<file path="src/rtl/wb_master_pkg.sv">
// Shared state encoding and bus constants for the Wishbone burst initiator.
package wb_master_pkg;

  typedef enum logic [2:0] {
    ST_IDLE,
    ST_FETCH,
    ST_BUS,
    ST_PUSH,
    ST_DONE
  } state_t;

  localparam logic [3:0]  WB_SEL_ALL  = 4'hF;
  localparam logic [31:0] WORD_STRIDE = 32'd4;

endpackage

</file>
<file path="src/rtl/wb_ack_timer.sv">
// Counts cycles a strobe has waited for ack; expire flags the TIMEOUT-th waiting cycle.
// Latency: expire is a decode of the count register, valid in the same cycle.
// Backpressure: none; clear has priority over enable.
module wb_ack_timer #(
  parameter int TIMEOUT = 64
) (
  input  logic clk,
  input  logic rst_n,
  input  logic clear,
  input  logic enable,
  output logic expire
);

  localparam int CW = $clog2(TIMEOUT) + 1;

  logic [CW-1:0] cnt;

  always_ff @(posedge clk or negedge rst_n) begin
    if (!rst_n) begin
      cnt <= '0;
    end else if (clear) begin
      cnt <= '0;
    end else if (enable) begin
      cnt <= cnt + 1'b1;
    end
  end

  assign expire = enable && (cnt == CW'(TIMEOUT - 1));

endmodule

</file>
<file path="src/rtl/wb_burst_master.sv">
// Wishbone classic initiator running a command-driven sequence of single-word transfers.
// Latency: per read word FETCH 1 + BUS (ack wait) + PUSH >= 1 cycles; writes skip PUSH.
// Backpressure: cmd_ready only in IDLE, wr_ready only in FETCH of a write, rd_ready stalls PUSH indefinitely.
module wb_burst_master
  import wb_master_pkg::*;
#(
  parameter int LEN_W   = 8,
  parameter int TIMEOUT = 64
) (
  input  logic             clk,
  input  logic             rst_n,
  input  logic             cmd_valid,
  output logic             cmd_ready,
  input  logic             cmd_we,
  input  logic [31:0]      cmd_addr,
  input  logic [LEN_W-1:0] cmd_len,
  input  logic             wr_valid,
  output logic             wr_ready,
  input  logic [31:0]      wr_data,
  output logic             rd_valid,
  input  logic             rd_ready,
  output logic [31:0]      rd_data,
  output logic             busy,
  output logic             done,
  output logic             err,
  output logic             wbm_cyc_o,
  output logic             wbm_stb_o,
  output logic             wbm_we_o,
  output logic [3:0]       wbm_sel_o,
  output logic [31:0]      wbm_adr_o,
  output logic [31:0]      wbm_dat_o,
  input  logic [31:0]      wbm_dat_i,
  input  logic             wbm_ack_i
);

  state_t           state;
  logic [LEN_W-1:0] remain;
  logic             in_bus;
  logic             expire;
  logic             advance;

  assign in_bus = (state == ST_BUS);

  // A word is finished on a write ack, or when the consumer takes a read word.
  assign advance = (in_bus && wbm_ack_i && wbm_we_o) ||
                   ((state == ST_PUSH) && rd_ready);

  wb_ack_timer #(.TIMEOUT(TIMEOUT)) u_ack_timer (
    .clk    (clk),
    .rst_n  (rst_n),
    .clear  (!in_bus),
    .enable (in_bus),
    .expire (expire)
  );

  always_ff @(posedge clk or negedge rst_n) begin
    if (!rst_n) begin
      state     <= ST_IDLE;
      remain    <= '0;
      cmd_ready <= 1'b1;
      wr_ready  <= 1'b0;
      rd_valid  <= 1'b0;
      rd_data   <= '0;
      busy      <= 1'b0;
      done      <= 1'b0;
      err       <= 1'b0;
      wbm_cyc_o <= 1'b0;
      wbm_stb_o <= 1'b0;
      wbm_we_o  <= 1'b0;
      wbm_sel_o <= '0;
      wbm_adr_o <= '0;
      wbm_dat_o <= '0;
    end else begin
      case (state)
        ST_IDLE: begin
          if (cmd_valid) begin
            wbm_adr_o <= cmd_addr & ~32'd3;
            remain    <= cmd_len;
            wbm_we_o  <= cmd_we;
            err       <= 1'b0;
            cmd_ready <= 1'b0;
            busy      <= 1'b1;
            wr_ready  <= cmd_we;
            state     <= ST_FETCH;
          end
        end
        ST_FETCH: begin
          if (!wbm_we_o || wr_valid) begin
            if (wbm_we_o) wbm_dat_o <= wr_data;
            wr_ready  <= 1'b0;
            wbm_cyc_o <= 1'b1;
            wbm_stb_o <= 1'b1;
            wbm_sel_o <= WB_SEL_ALL;
            state     <= ST_BUS;
          end
        end
        ST_BUS: begin
          // Ack takes priority over an expiry in the same cycle.
          if (wbm_ack_i || expire) begin
            wbm_cyc_o <= 1'b0;
            wbm_stb_o <= 1'b0;
            wbm_sel_o <= '0;
          end
          if (wbm_ack_i && !wbm_we_o) begin
            rd_data  <= wbm_dat_i;
            rd_valid <= 1'b1;
            state    <= ST_PUSH;
          end else if (!wbm_ack_i && expire) begin
            err   <= 1'b1;
            done  <= 1'b1;
            state <= ST_DONE;
          end
        end
        ST_PUSH: ;
        ST_DONE: begin
          done      <= 1'b0;
          busy      <= 1'b0;
          cmd_ready <= 1'b1;
          state     <= ST_IDLE;
        end
        default: state <= ST_IDLE;
      endcase

      if (advance) begin
        rd_valid <= 1'b0;
        if (remain == '0) begin
          done  <= 1'b1;
          state <= ST_DONE;
        end else begin
          remain    <= remain - 1'b1;
          wbm_adr_o <= wbm_adr_o + WORD_STRIDE;
          wr_ready  <= wbm_we_o;
          state     <= ST_FETCH;
        end
      end
    end
  end

endmodule

</file>
<file path="config.mk">
export PLATFORM = sky130hd
export DESIGN_NAME = wb_burst_master
export DESIGN_NICKNAME = d
export VERILOG_FILES = /design/src/rtl/wb_master_pkg.sv /design/src/rtl/wb_ack_timer.sv /design/src/rtl/wb_burst_master.sv
export SDC_FILE = /design/constraint.sdc
export NUM_CORES = 1
export LEC_CHECK = 0
export ABC_AREA = 1
export ABC_CLOCK_PERIOD_IN_PS = 1600
export CELL_PAD_IN_SITES_DETAIL_PLACEMENT = 1
export CELL_PAD_IN_SITES_GLOBAL_PLACEMENT = 1
export CORE_MARGIN = 4
export CORE_UTILIZATION = 30
export DETAILED_ROUTE_END_ITERATION = 6
export PLACE_DENSITY = 0.83
export SLEW_MARGIN = 20
export SYNTH_ARGS = -nofsm -noshare
export SYNTH_HDL_FRONTEND = slang
export SYNTH_SLANG_ARGS = --single-unit
</file>
<file path="constraint.sdc">
create_clock -name clk -period 1.6 [get_ports clk]
set_input_delay 0.48 -clock clk [delete_from_list [all_inputs] [get_ports clk]]
set_output_delay 0.48 -clock clk [all_outputs]
set_load 0.01 [all_outputs]
</file>
==> impl_metrics.env, run 1 <==
# flow metrics
export IMPL_start_kind="register"
export IMPL_top_cells_by_count="266 x nand2_1, 121 x dfrtp_1, 68 x nor2_1"
export IMPL_worstSetupEndpointType="register"
export IMPL_grt_max_degree=62
export IMPL_grt_overflow=0
export IMPL_rows=52
export IMPL_ys_cells=748
export IMPL_status="complete, but fails checks"
export IMPL_wl_met2_um=12150
export IMPL_synthArstFlopShare=1.000
export IMPL_syn_inst=748
export IMPL_violations="setup timing"
export IMPL_cts_buffer_depth=2
export IMPL_p_seq_mw=5.44
export IMPL_first_pass_iters=4
export IMPL_synth_distinct_cells=39
export IMPL_hp_class="in2async"
export IMPL_dp_cells=1254
export IMPL_worstReg2RegStart="state[2]$_DFFE_PN0P_"
export IMPL_startpoint="state[2]$_DFFE_PN0P_"
export IMPL_layout_nets=1162
export IMPL_setup_violations=8
export IMPL_path_cells="inv_2 -> nand3_4 -> o21ai_4 -> o21ai_4 -> buf_8 -> buf_12 -> inv_8 -> nand3_1 -> nand2_1 -> inv_1"
export IMPL_swShare=0.3965
export IMPL_largest_class="registers"
export IMPL_warnings=30
export IMPL_buffers=308
export IMPL_setup_slack_ps=-42.86
export IMPL_wirelength_um=23310
export IMPL_synth_area_per_cell_um2=8.352
export IMPL_synthesis_area_um2=6247
export IMPL_sh_seq_area=0.3057
export IMPL_cp_arrival_ps=1950
export IMPL_power_frac_seq=0.285
export IMPL_logic_gate_count=533
export IMPL_placed_area_um2=8995
export IMPL_gp_congestion=0.8272
export IMPL_final_setup_skew_ps=12.15
export IMPL_via_per_inst=4.689
**Run 1: signal wires on met1**

Scale: 4 px per µm. Supply wires on this layer in grey.
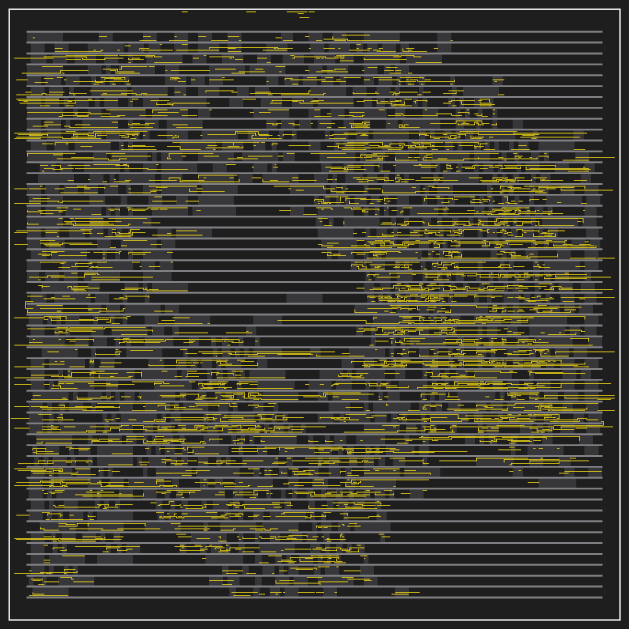
- longest straight run: 35.9 µm
- nets with wire on the layer: 1,026

**Run 1: cell area per tile**

Scale: 2 px per µm. 15 x 15 tiles, from dark blue (low) to red (high), 0 to 100% covered.
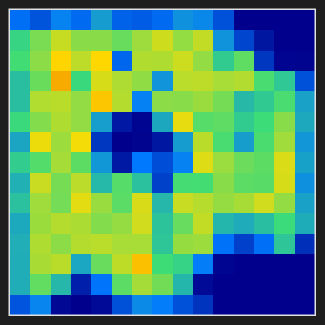
- mean over tiles: 42%
- tiles over 75% full: 2.2%
- nearly empty tiles: 12%
- fullest tile: 81%
- emptiest ninth of the die: south-east

**Run 1: cell outlines without signal wires**

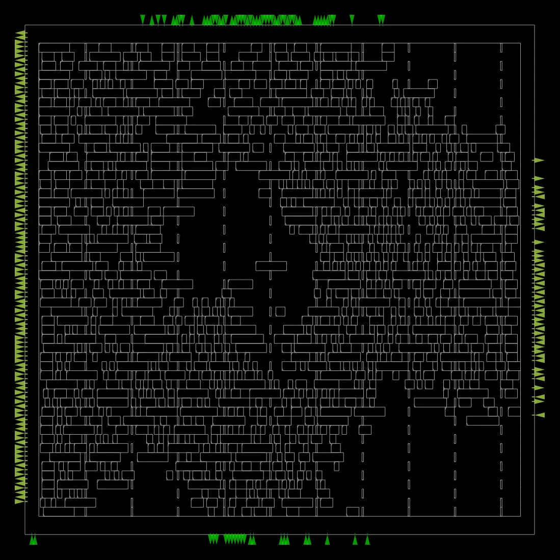
Core ar.: 20,360 µm²
filler cell count: 2,380

**Run 1: wires at chosen ports, followed through buffers**

Scale: 2 px per µm.
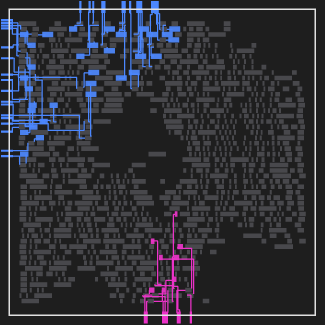
- cmd_len: magenta (bits 8; direction input; end cells 8; buffers 8; wire 292 µm)
- wr_data: blue (bits 32; direction input; end cells 32; buffers 32; wire 916 µm)
# IOs: 220
PortBufs: 217

**Run 1: sizing map**

Scale: 2 px per µm.
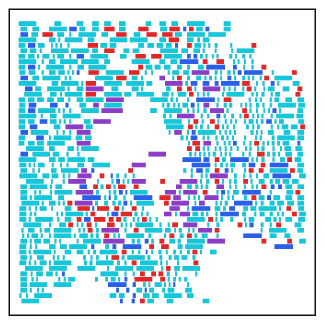

## Run 2: what changed since run 1
- SKIP_CTS_REPAIR_TIMING: not set -> 1
**Run 2: sizing map**

Scale: 2 px per µm.
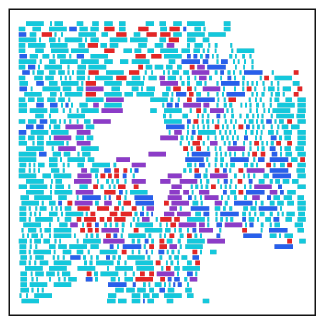
- _0 and _1 cells: cyan (cells 791; share 74%)
- _3 and _4 cells: red (cells 103; share 9.7%)
- _2 cells: blue (cells 107; share 10%)
- _6 and larger: purple (cells 66; share 6.2%)
area delta synth->final: 73.10%
Non-clk bufs: 315
setup ws final: -161.4 ps
fin area: 10,810 µm²

**Run 2: wires at chosen ports, followed through buffers**

Scale: 2 px per µm.
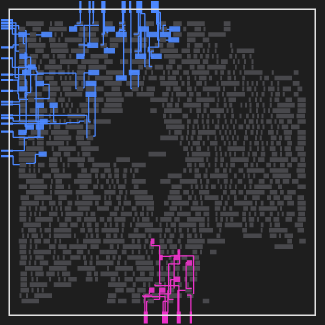
- wr_data: blue (bits 32; direction input; end cells 32; buffers 32; wire 1,010 µm)
- cmd_len: magenta (bits 8; direction input; end cells 8; buffers 8; wire 265 µm)

**Run 2: signal wires on met1**

Scale: 4 px per µm. Supply wires on this layer in grey.
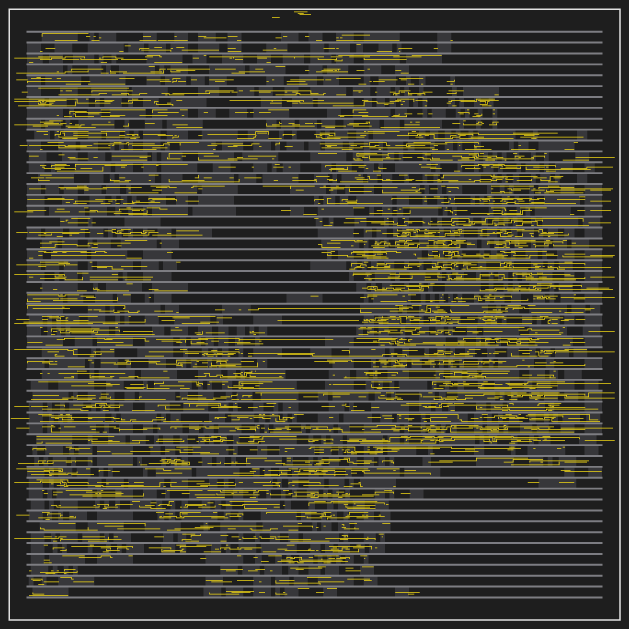
grt met1 use: 0.2131
DR vias: 6,460
WL final: 25,960 µm

==> run 2 against run 1 <==
Effect of this change: the flow still finishes with violations (setup timing); setup slack lost 120 ps; final cell count grew 0.53%; combinational power grew about 10%; sequential share of layout area shrank 2.0 points; routed wire length grew 11%; fmax shrank 6.7%; total power grew 6.9%; largest power group unchanged.
==> impl_metrics.env, run 2 <==
# flow metrics
export IMPL_adder_share=0.006008
export IMPL_sh_comb_area=0.2763
export IMPL_setup_slack_ps=-161.4
export IMPL_top_cells_by_count="266 x nand2_1, 121 x dfrtp_1, 68 x nor2_1"
export IMPL_crit_slowest_cell="dfrtp_1"
export IMPL_worstSetupEndpointType="register"
export IMPL_met3_usage=0.06674
export IMPL_gp_congestion=0.8272
export IMPL_power_frac_seq=0.282
export IMPL_p_switching_mw=8.060
export IMPL_dp_cells=1254
export IMPL_warnings=29
export IMPL_n_fill_cell=2278
export IMPL_synth_nets=862
export IMPL_via_per_inst=4.832
export IMPL_timing_setup_tns_ps=-2394
export IMPL_p_seq_mw=5.76
export IMPL_grt_busiest_layer="met2"
export IMPL_yosys_cell_count_top_type="nand2_1"
export IMPL_first_pass_iters=5
export IMPL_tightestPinTransition_ps=354.8
export IMPL_synthesis_area_um2=6247
export IMPL_synthArstFlopShare=1.000
export IMPL_startpoint="state[0]$_DFFE_PN0P_"
export IMPL_hp_class="reg2reg"
export IMPL_lay_top_cells="248 x nand2_1, 107 x clkdlybuf4s50_1, 106 x dlymetal6s2s_1"
export IMPL_io_pins=220
export IMPL_ys_cells=748
export IMPL_grt_overflow=0
export IMPL_fp_dieW_um=152.3
export IMPL_core_area_um2=20360
export IMPL_grt_max_degree=62
export IMPL_top_layer="met4"
export IMPL_cp_max_fo=5
export IMPL_logic_gate_count=533
export IMPL_synth_distinct_cells=39
export IMPL_port_buffer_count=217
export IMPL_path_cells="inv_2 -> nand3_4 -> o21ai_4 -> o21ai_4 -> buf_12 -> buf_12 -> buf_8 -> inv_8 -> nand3_2 -> nand2_1 -> inv_1"
export IMPL_hold_path_startpoint="rd_data[30]$_DFFE_PN0P_"
export IMPL_clock_buffers=17
export IMPL_cp_required_ps=1910
export IMPL_swShare=0.3946
export IMPL_placed_area_um2=8995
export IMPL_largest_class="non-clock buffers"
export IMPL_edf_count=0
export IMPL_setup_violations=31
export IMPL_cts_root_buf="clkbuf_16"
export IMPL_final_setup_skew_ps=11.91
export IMPL_aoi_share=0.07831
export IMPL_cts_buffer_depth=2
export IMPL_worstReg2RegStart="state[0]$_DFFE_PN0P_"
export IMPL_sh_seq_area=0.2853
export IMPL_cp_num_buf_inv=6
export IMPL_synth_area_per_cell_um2=8.352
export IMPL_rows=52
export IMPL_start_kind="register"
export IMPL_area_leaders="dfrtp_1 48%, nand2_1 16%, mux2_4 4.1%"
export IMPL_cts_htree_levels=4
export IMPL_violations="setup timing"
export IMPL_max_slew_margin_rel=0.7634
export IMPL_syn_inst=748
export IMPL_grt_pass1_vias=6569
export IMPL_drtIter0Drc=288
export IMPL_comb_power_share=0.527
export IMPL_status="complete, but fails checks"
export IMPL_cts_tree="built"
export IMPL_layout_nets=1169
export IMPL_wl_met2_um=14020
export IMPL_cp_arrival_ps=2070
**Run 2: cell outlines without signal wires**

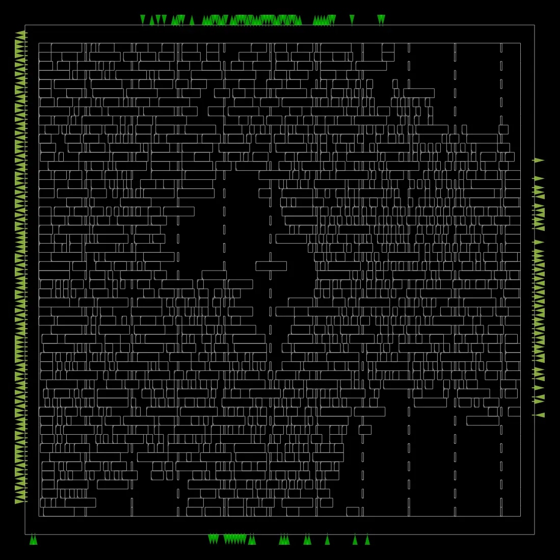

## Run 3: what changed since run 2
- GPL_TIMING_DRIVEN: not set -> 0
**Run 3: cell outlines without signal wires**

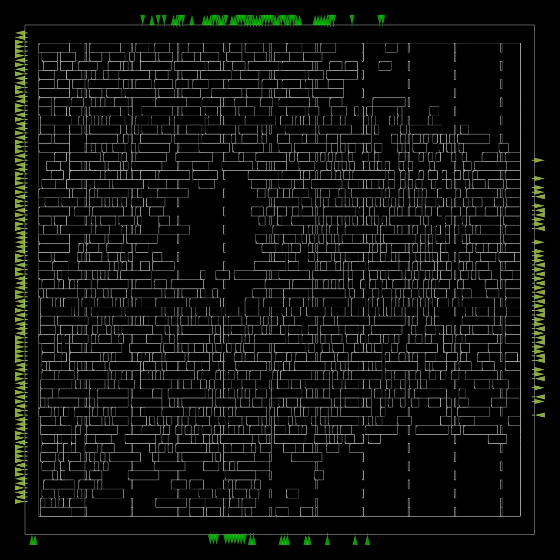
Rows: 52
fin util: 0.5232
register share of the cell area: 0.2896
filler cell count: 2,248

**Run 3: cell area per tile**

Scale: 2 px per µm. 15 x 15 tiles, from dark blue (low) to red (high), 0 to 100% covered.
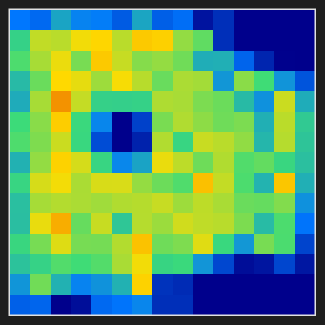
- nearly empty tiles: 11%
- mean over tiles: 45%
- fullest tile: 83%
- tiles over 75% full: 5.8%
Pre-Place Util: 0.3068

**Run 3: sizing map**

Scale: 2 px per µm.
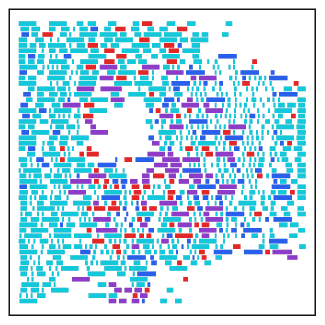
- _6 and larger: purple (cells 71; share 6.8%)
- _2 cells: blue (cells 108; share 10%)
- _0 and _1 cells: cyan (cells 781; share 75%)
- _3 and _4 cells: red (cells 82; share 7.9%)
area delta synth->final: 70.56%
Non-clk bufs: 291

==> run 3 against run 2 <==
Effect of this change: the flow still finishes with violations (setup timing); via count fell by 0.71%; fmax rose by 0.70%; total power fell by 0.35%; core utilization fell by 0.78 points; non-clock buffer count fell by 24; clock power rose by 4%.
==> impl_metrics.env, run 3 <==
# flow metrics
export IMPL_synth_distinct_cells=39
export IMPL_cts_buffer_depth=2
export IMPL_clock_buffers=18
export IMPL_violations="setup timing"
export IMPL_cp_max_fo=8
export IMPL_m1WireLength_um=9595
export IMPL_cts_tree="built"
export IMPL_power_internal_mw=12.29
export IMPL_tightestPinTransition_ps=465.6
export IMPL_p_seq_mw=5.75
export IMPL_io_pins=220
export IMPL_start_kind="register"
export IMPL_synthArstFlopShare=1.000
export IMPL_path_cells="inv_2 -> nand3_4 -> o21ai_4 -> o21ai_4 -> buf_12 -> clkinv_8 -> clkbuf_16 -> nand2_2 -> nand2_1 -> inv_1"
export IMPL_finalCriticalPeriod_ps=1749
export IMPL_grt_pass1_vias=6703
export IMPL_grt_busiest_layer="met2"
export IMPL_top_area_cell="dfrtp_1"
export IMPL_powerComb_mw=10.5
export IMPL_design_area_um2=10660
export IMPL_cts_made_buffers=17
export IMPL_gp_congestion=0.8598
export IMPL_warnings=29
export IMPL_logic_gate_count=533
export IMPL_hold_path_startpoint="rd_data[31]$_DFFE_PN0P_"
export IMPL_cts_sinks=122
export IMPL_worstReg2RegStart="state[2]$_DFFE_PN0P_"
export IMPL_use_met1=0.2264
export IMPL_sh_comb_area=0.2865
export IMPL_combGateArea_um2=3053
export IMPL_max_slew_margin_rel=0.6896
export IMPL_aoi_share=0.07831
export IMPL_total_power_mw=20.35
export IMPL_cp_required_ps=1920
export IMPL_synth_chip_area_um2=6247
export IMPL_top_cells_by_count="266 x nand2_1, 121 x dfrtp_1, 68 x nor2_1"
export IMPL_wl_met2_um=13380
export IMPL_synth_area_per_cell_um2=8.352
export IMPL_worstSetupEndpointType="register"
export IMPL_first_pass_iters=5
export IMPL_layout_nets=1143
export IMPL_holdWs_ps=474.7
export IMPL_largest_class="non-clock buffers"
export IMPL_area_leaders="dfrtp_1 48%, nand2_1 16%, mux2_4 4.1%"
export IMPL_grtUsageMet2=0.3372
export IMPL_ys_cells=748
export IMPL_cp_depth=10
export IMPL_dp_cells=1236
export IMPL_setup_slack_ps=-149.2
export IMPL_power_frac_seq=0.282
export IMPL_drtIter0Drc=303
export IMPL_met3_usage=0.07555
export IMPL_cp_num_buf_inv=5
export IMPL_startpoint="state[2]$_DFFE_PN0P_"
export IMPL_cts_root_buf="clkbuf_16"
export IMPL_core_area_um2=20360
export IMPL_port_buffer_count=217
export IMPL_status="complete, but fails checks"
export IMPL_synth_nets=862
export IMPL_syn_inst=748
export IMPL_fp_dieW_um=152.3
export IMPL_timing_setup_tns_ps=-4104
export IMPL_ys_sh_xor=0.02524
export IMPL_setup_violations=54
export IMPL_vias=6414
export IMPL_via_per_inst=4.889
export IMPL_hp_class="reg2reg"
export IMPL_wirelength_um=26080
export IMPL_placed_area_um2=8790
export IMPL_hold_depth=2
export IMPL_grt_max_degree=82
export IMPL_crit_slowest_cell="dfrtp_1"
export IMPL_grt_overflow=0
export IMPL_ir_worst_vdd_uv=1071
export IMPL_adder_share=0.006008
export IMPL_wl_per_cell_um=19.88
export IMPL_cp_arrival_ps=2060
export IMPL_comb_power_share=0.517
export IMPL_p_switching_mw=8.062
export IMPL_lay_top_cells="242 x nand2_1, 106 x clkdlybuf4s50_1, 102 x dlymetal6s2s_1"
export IMPL_cts_htree_levels=4
export IMPL_synthesis_area_um2=6247
export IMPL_edf_count=0
export IMPL_yosys_cell_count_top_type="nand2_1"
Power is estimated from default activity; no workload was simulated.
